--- config.mk ---
export PLATFORM = sky130hd
export DESIGN_NAME = conv_frame_ctrl_flat
export DESIGN_NICKNAME = d
export VERILOG_FILES = /design/src/rtl/conv_frame_ctrl_pkg.sv /design/src/rtl/conv_frame_ctrl_if.sv /design/src/rtl/conv_frame_ctrl_delay_line.sv /design/src/rtl/conv_frame_ctrl.sv /design/src/flat_wrapper.sv
export SDC_FILE = /design/constraint.sdc
export NUM_CORES = 1
export LEC_CHECK = 0
export CORE_MARGIN = 2
export CORE_UTILIZATION = 46
export CTS_BUF_LIST = sky130_fd_sc_hd__clkbuf_4 sky130_fd_sc_hd__clkbuf_8 sky130_fd_sc_hd__clkbuf_16
export DETAILED_ROUTE_END_ITERATION = 10
export PLACE_DENSITY = 0.83
export SLEW_MARGIN = 10
export SYNTH_ARGS = -nofsm -noshare
export SYNTH_HDL_FRONTEND = slang
export SYNTH_SLANG_ARGS = --single-unit
--- constraint.sdc ---
create_clock -name iCLK -period 3.35 [get_ports iCLK]
set_clock_uncertainty 0.15 [all_clocks]
set_input_delay 0.67 -clock iCLK [delete_from_list [all_inputs] [get_ports iCLK]]
set_output_delay 0.67 -clock iCLK [all_outputs]
set_load 0.02 [all_outputs]
--- src/rtl/conv_frame_ctrl_pkg.sv ---
// Shared types for the 3x3 convolution pipeline:
// sequencer states, kernel modes and default frame geometry.
package conv_pkg;

   localparam int IMG_W_DEF  = 1280;
   localparam int IMG_H_DEF  = 960;
   localparam int LAT_DEF    = 3;
   localparam int BORDER_DEF = 2;

   typedef enum logic [1:0] {
      IDLE  = 2'd0,
      PRIME = 2'd1,
      RUN   = 2'd2
   } state_e;

   typedef enum logic [1:0] {
      GRAY      = 2'd0,
      SOBEL_V   = 2'd1,
      SOBEL_H   = 2'd2,
      SOBEL_MAG = 2'd3
   } kmode_e;

endpackage

--- src/rtl/conv_frame_ctrl_if.sv ---
// Pixel stream, mode handshake and status signals of the
// convolution frame sequencer.
interface conv_frame_ctrl_if;

   logic        iDVAL;
   logic [10:0] iX_Cont;
   logic [10:0] iY_Cont;
   logic [1:0]  iMODE;
   logic        iMODE_REQ;
   logic [1:0]  oMODE;
   logic        oMODE_ACK;
   logic        oDVAL;
   logic        oZERO;
   logic        oFRAME_DONE;
   logic [1:0]  oSTATE;

   modport master (
      output iDVAL, iX_Cont, iY_Cont, iMODE, iMODE_REQ,
      input  oMODE, oMODE_ACK, oDVAL, oZERO, oFRAME_DONE, oSTATE
   );

   modport slave (
      input  iDVAL, iX_Cont, iY_Cont, iMODE, iMODE_REQ,
      output oMODE, oMODE_ACK, oDVAL, oZERO, oFRAME_DONE, oSTATE
   );

endinterface

--- src/rtl/conv_frame_ctrl_delay_line.sv ---
// LAT-deep, N-bit shift register with synchronous reset;
// realigns control strobes with the datapath result.
module conv_delay_line #(
   parameter int LAT = 3,
   parameter int N   = 2
) (
   input  logic         clk_i,
   input  logic         rst_i,
   input  logic [N-1:0] d_i,
   output logic [N-1:0] q_o
);

   logic [N-1:0] sr_q [LAT];

   always_ff @(posedge clk_i) begin
      if (rst_i) begin
         for (int i = 0; i < LAT; i++) sr_q[i] <= '0;
      end else begin
         sr_q[0] <= d_i;
         for (int i = 1; i < LAT; i++) sr_q[i] <= sr_q[i-1];
      end
   end

   assign q_o = sr_q[LAT-1];

endmodule

--- src/rtl/conv_frame_ctrl.sv ---
// Frame sequencer for the 3x3 convolution: pixel position,
// border mask, frame-aligned kernel mode and latency-matched strobes.
module conv_frame_ctrl
   import conv_pkg::*;
#(
   parameter int IMG_W  = IMG_W_DEF,
   parameter int IMG_H  = IMG_H_DEF,
   parameter int LAT    = LAT_DEF,
   parameter int BORDER = BORDER_DEF
) (
   input logic iCLK,
   input logic iRST,
   conv_frame_ctrl_if.slave bus
);

   localparam logic [10:0] W_LAST = 11'(IMG_W - 1);
   localparam logic [10:0] H_LAST = 11'(IMG_H - 1);
   localparam logic [10:0] B_LO   = 11'(BORDER);
   localparam logic [10:0] W_HI   = 11'(IMG_W - BORDER);
   localparam logic [10:0] H_HI   = 11'(IMG_H - BORDER);

   state_e      state_q, state_d;
   logic [10:0] col_q, col_d;
   logic [10:0] row_q, row_d;
   kmode_e      mode_q, mode_d;
   kmode_e      pmode_q, pmode_d;
   logic        pend_q, pend_d;
   logic        ack_q, ack_d;
   logic        done_q, done_d;

   logic        fs;
   logic        eol;
   logic        z;
   logic [10:0] col_p;
   logic [10:0] row_p;
   logic [1:0]  dly_in;
   logic [1:0]  dly_out;

   // Position of the pixel being sampled; an FS pixel is (0,0).
   assign fs    = bus.iDVAL && bus.iX_Cont == '0 && bus.iY_Cont == '0;
   assign col_p = fs ? '0 : col_q;
   assign row_p = fs ? '0 : row_q;
   assign eol   = col_p == W_LAST;

   assign z = (state_q == IDLE) || (row_p < 11'd2) || (col_p < 11'd2) ||
              (col_p < B_LO) || (col_p >= W_HI) ||
              (row_p < B_LO) || (row_p >= H_HI);

   always_comb begin
      state_d = state_q;
      col_d   = col_q;
      row_d   = row_q;
      mode_d  = mode_q;
      pmode_d = pmode_q;
      pend_d  = pend_q;
      ack_d   = 1'b0;
      done_d  = 1'b0;

      if (bus.iDVAL) begin
         col_d = eol ? '0 : col_p + 11'd1;
         row_d = eol ? row_p + 11'd1 : row_p;
      end

      if (fs) begin
         state_d = PRIME;
      end else if (bus.iDVAL) begin
         unique case (state_q)
            IDLE:  state_d = IDLE;
            PRIME: if (eol && row_p == 11'd1) state_d = RUN;
            RUN: begin
               if (eol && row_p == H_LAST) begin
                  state_d = IDLE;
                  done_d  = 1'b1;
               end
            end
            default: state_d = IDLE;
         endcase
      end

      // Mode switches only at frame start so a frame never mixes kernels.
      if (fs) begin
         if (bus.iMODE_REQ) begin
            mode_d = kmode_e'(bus.iMODE);
            ack_d  = 1'b1;
            pend_d = 1'b0;
         end else if (pend_q) begin
            mode_d = pmode_q;
            ack_d  = 1'b1;
            pend_d = 1'b0;
         end
      end else if (bus.iMODE_REQ) begin
         pmode_d = kmode_e'(bus.iMODE);
         pend_d  = 1'b1;
      end
   end

   always_ff @(posedge iCLK) begin
      if (iRST) begin
         state_q <= IDLE;
         col_q   <= '0;
         row_q   <= '0;
         mode_q  <= GRAY;
         pmode_q <= GRAY;
         pend_q  <= 1'b0;
         ack_q   <= 1'b0;
         done_q  <= 1'b0;
      end else begin
         state_q <= state_d;
         col_q   <= col_d;
         row_q   <= row_d;
         mode_q  <= mode_d;
         pmode_q <= pmode_d;
         pend_q  <= pend_d;
         ack_q   <= ack_d;
         done_q  <= done_d;
      end
   end

   assign dly_in = {bus.iDVAL, bus.iDVAL & z};

   conv_delay_line #(
      .LAT (LAT),
      .N   (2)
   ) u_dly (
      .clk_i (iCLK),
      .rst_i (iRST),
      .d_i   (dly_in),
      .q_o   (dly_out)
   );

   assign bus.oDVAL       = dly_out[1];
   assign bus.oZERO       = dly_out[0];
   assign bus.oMODE       = mode_q;
   assign bus.oMODE_ACK   = ack_q;
   assign bus.oFRAME_DONE = done_q;
   assign bus.oSTATE      = state_q;

endmodule

--- src/flat_wrapper.sv ---
// flat-port wrapper written by rule: the top's interface ports become plain ports
module conv_frame_ctrl_flat import conv_pkg::*;
#(
   parameter int IMG_W  = IMG_W_DEF,
   parameter int IMG_H  = IMG_H_DEF,
   parameter int LAT    = LAT_DEF,
   parameter int BORDER = BORDER_DEF
)
  (iCLK, iRST, bus_iDVAL, bus_iX_Cont, bus_iY_Cont, bus_iMODE, bus_iMODE_REQ, bus_oMODE, bus_oMODE_ACK, bus_oDVAL, bus_oZERO, bus_oFRAME_DONE, bus_oSTATE);
  conv_frame_ctrl_if bus_i ();
  input logic iCLK;
  input logic iRST;
  input wire logic [$bits(bus_i.iDVAL)-1:0] bus_iDVAL;
  input wire logic [$bits(bus_i.iX_Cont)-1:0] bus_iX_Cont;
  input wire logic [$bits(bus_i.iY_Cont)-1:0] bus_iY_Cont;
  input wire logic [$bits(bus_i.iMODE)-1:0] bus_iMODE;
  input wire logic [$bits(bus_i.iMODE_REQ)-1:0] bus_iMODE_REQ;
  output wire logic [$bits(bus_i.oMODE)-1:0] bus_oMODE;
  output wire logic [$bits(bus_i.oMODE_ACK)-1:0] bus_oMODE_ACK;
  output wire logic [$bits(bus_i.oDVAL)-1:0] bus_oDVAL;
  output wire logic [$bits(bus_i.oZERO)-1:0] bus_oZERO;
  output wire logic [$bits(bus_i.oFRAME_DONE)-1:0] bus_oFRAME_DONE;
  output wire logic [$bits(bus_i.oSTATE)-1:0] bus_oSTATE;
  assign bus_i.iDVAL = bus_iDVAL;
  assign bus_i.iX_Cont = bus_iX_Cont;
  assign bus_i.iY_Cont = bus_iY_Cont;
  assign bus_i.iMODE = bus_iMODE;
  assign bus_i.iMODE_REQ = bus_iMODE_REQ;
  assign bus_oMODE = bus_i.oMODE;
  assign bus_oMODE_ACK = bus_i.oMODE_ACK;
  assign bus_oDVAL = bus_i.oDVAL;
  assign bus_oZERO = bus_i.oZERO;
  assign bus_oFRAME_DONE = bus_i.oFRAME_DONE;
  assign bus_oSTATE = bus_i.oSTATE;
  conv_frame_ctrl #(.IMG_W(IMG_W), .IMG_H(IMG_H), .LAT(LAT), .BORDER(BORDER)) u_core (.iCLK(iCLK), .iRST(iRST), .bus(bus_i));
endmodule
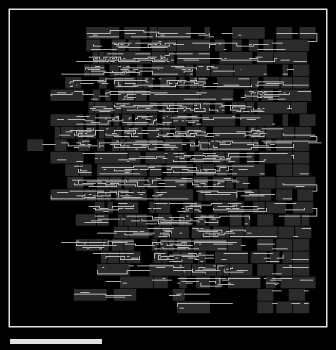
Figure 1: M1 wires.
Scale bar: 20 um.
wire length on this layer: 2,060 um
nets with wire on the layer: 265
main direction: horizontal
longest straight run: 22.1 um
share of all routed wire: 41%
Vias: 1,951
met1 usage: 0.271
drt total wl: 5.09 mm

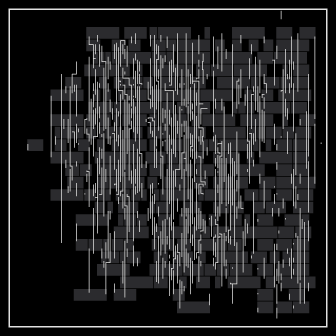
Figure 2: met2 routing.
wire length on this layer: 2,320 um
longest straight run: 36.7 um
nets with wire on the layer: 269
share of all routed wire: 46%
main direction: vertical

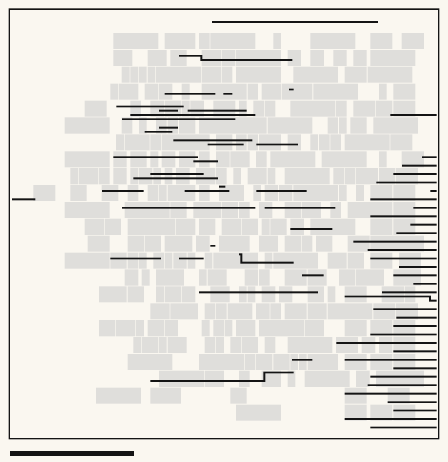
Figure 3: the metal 3 layer.
Scale bar: 20 um.
nets with wire on the layer: 61
longest straight run: 26.4 um
main direction: horizontal
wire length on this layer: 610 um
share of all routed wire: 12%
GR Util met3: 0.0682

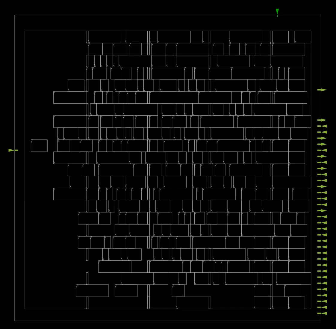
Figure 4: placed standard cells.
sequential cell area share: 0.282
tap cell count: 50
row cnt: 23
fin util: 0.652
fin cells: 332

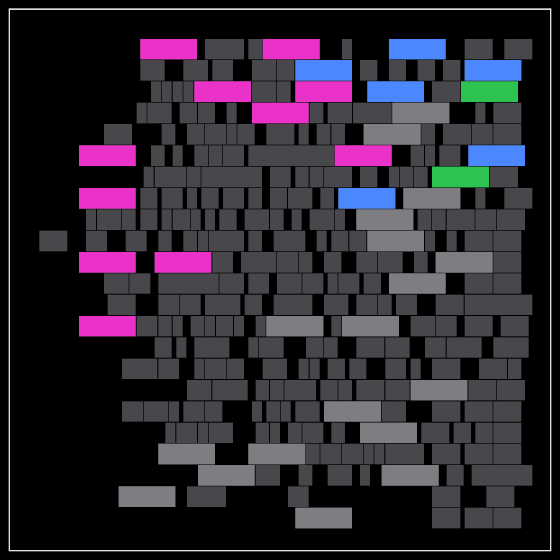
Figure 5: sequential cells grouped by signal name.
Other sequential cells in the stronger grey, the rest of the logic in the fainter grey.
| colour | signal | sequential cells |
|---|---|---|
| blue | `u_core.u_dly.sr_q` | 6 |
| magenta | `u_core.col_q` | 11 |
| green | `u_core.bus.oMODE` | 2 |

[per-layer routing]
metal / up-vias / track usage / share of wire
met5: - / 0 / 0
met4: 0 / 0.108 / 0.019
met3: 8 / 0.0682 / 0.12
met2: 99 / 0.382 / 0.46
met1: 881 / 0.271 / 0.41
li1: 963 / - / -
[critical path: stages]
cell and delay [ns]:
clkdlybuf4s50_1 0.44, nor4_4 0.30, nand4_2 0.14, or2_4 0.29, and2_1 0.17, ha_1 0.24, and3_1 0.21, nand3_1 0.10
nor3_1 0.07, or3b_2 0.45, a31oi_1 0.18
[cell families (layout without fill, tap and decap cells)]
logic type	count (synthesis)	in the layout	share of synthesized area
flops	37	37	0.382
buf+inv	16	73	0.0400
fa+ha+maj	5	5	0.0323
mux	2	2	0.0103
xor+xnor	7	7	0.0316
simple gates	110	110	0.325
compound gates	48	48	0.178
==> flow_summary.json <==
{
  "status": "completed",
  "drc_errors": 0,
  "grt_pass1_wl_mm": 8.04,
  "routedWlPerCell_um": 15.3,
  "drtAntennaViolNets": 0,
  "dp_hpwl_mm": 3.67,
  "top_area_cell": "dfxtp_1",
  "rsz0062_at_grt": "no",
  "antenna_cells": 0,
  "ff_type": "dfxtp_1",
  "cts_setup_buffers": 0,
  "cp.arrival_ns": 3.26,
  "avgSynthCellArea_um2": 8.61,
  "clk_share": 0.0439,
  "syn_area_um2": 1940,
  "path_max_fanout": 4,
  "critPathRequiredTime_ns": 3.43,
  "fmax_mhz": 314,
  "n_all_buffers": 56,
  "nets": 314,
  "power_frac_seq": 0.483,
  "dpl_worst_slack_ns": -0.255,
  "yosysTopAreaCellShare": 0.382,
  "ios": 36,
  "cts_buffers": 5,
  "power.group.top": "sequential cells",
  "syn2layout_area_growth_pct": 35.4,
  "post_dp_cell_area_um2": 2480,
  "synthArstFlopShare": 0,
  "final_cell_area_um2": 2630,
  "n_all_inverters": 9,
  "period_used_share": 0.950,
  "hold_end": "u_core.u_dly.sr_q[0][5]$_SDFF_PP0_",
  "root_buffer": "clkbuf_8",
  "swShare": 0.233,
  "finalSetupViolCount": 0
}
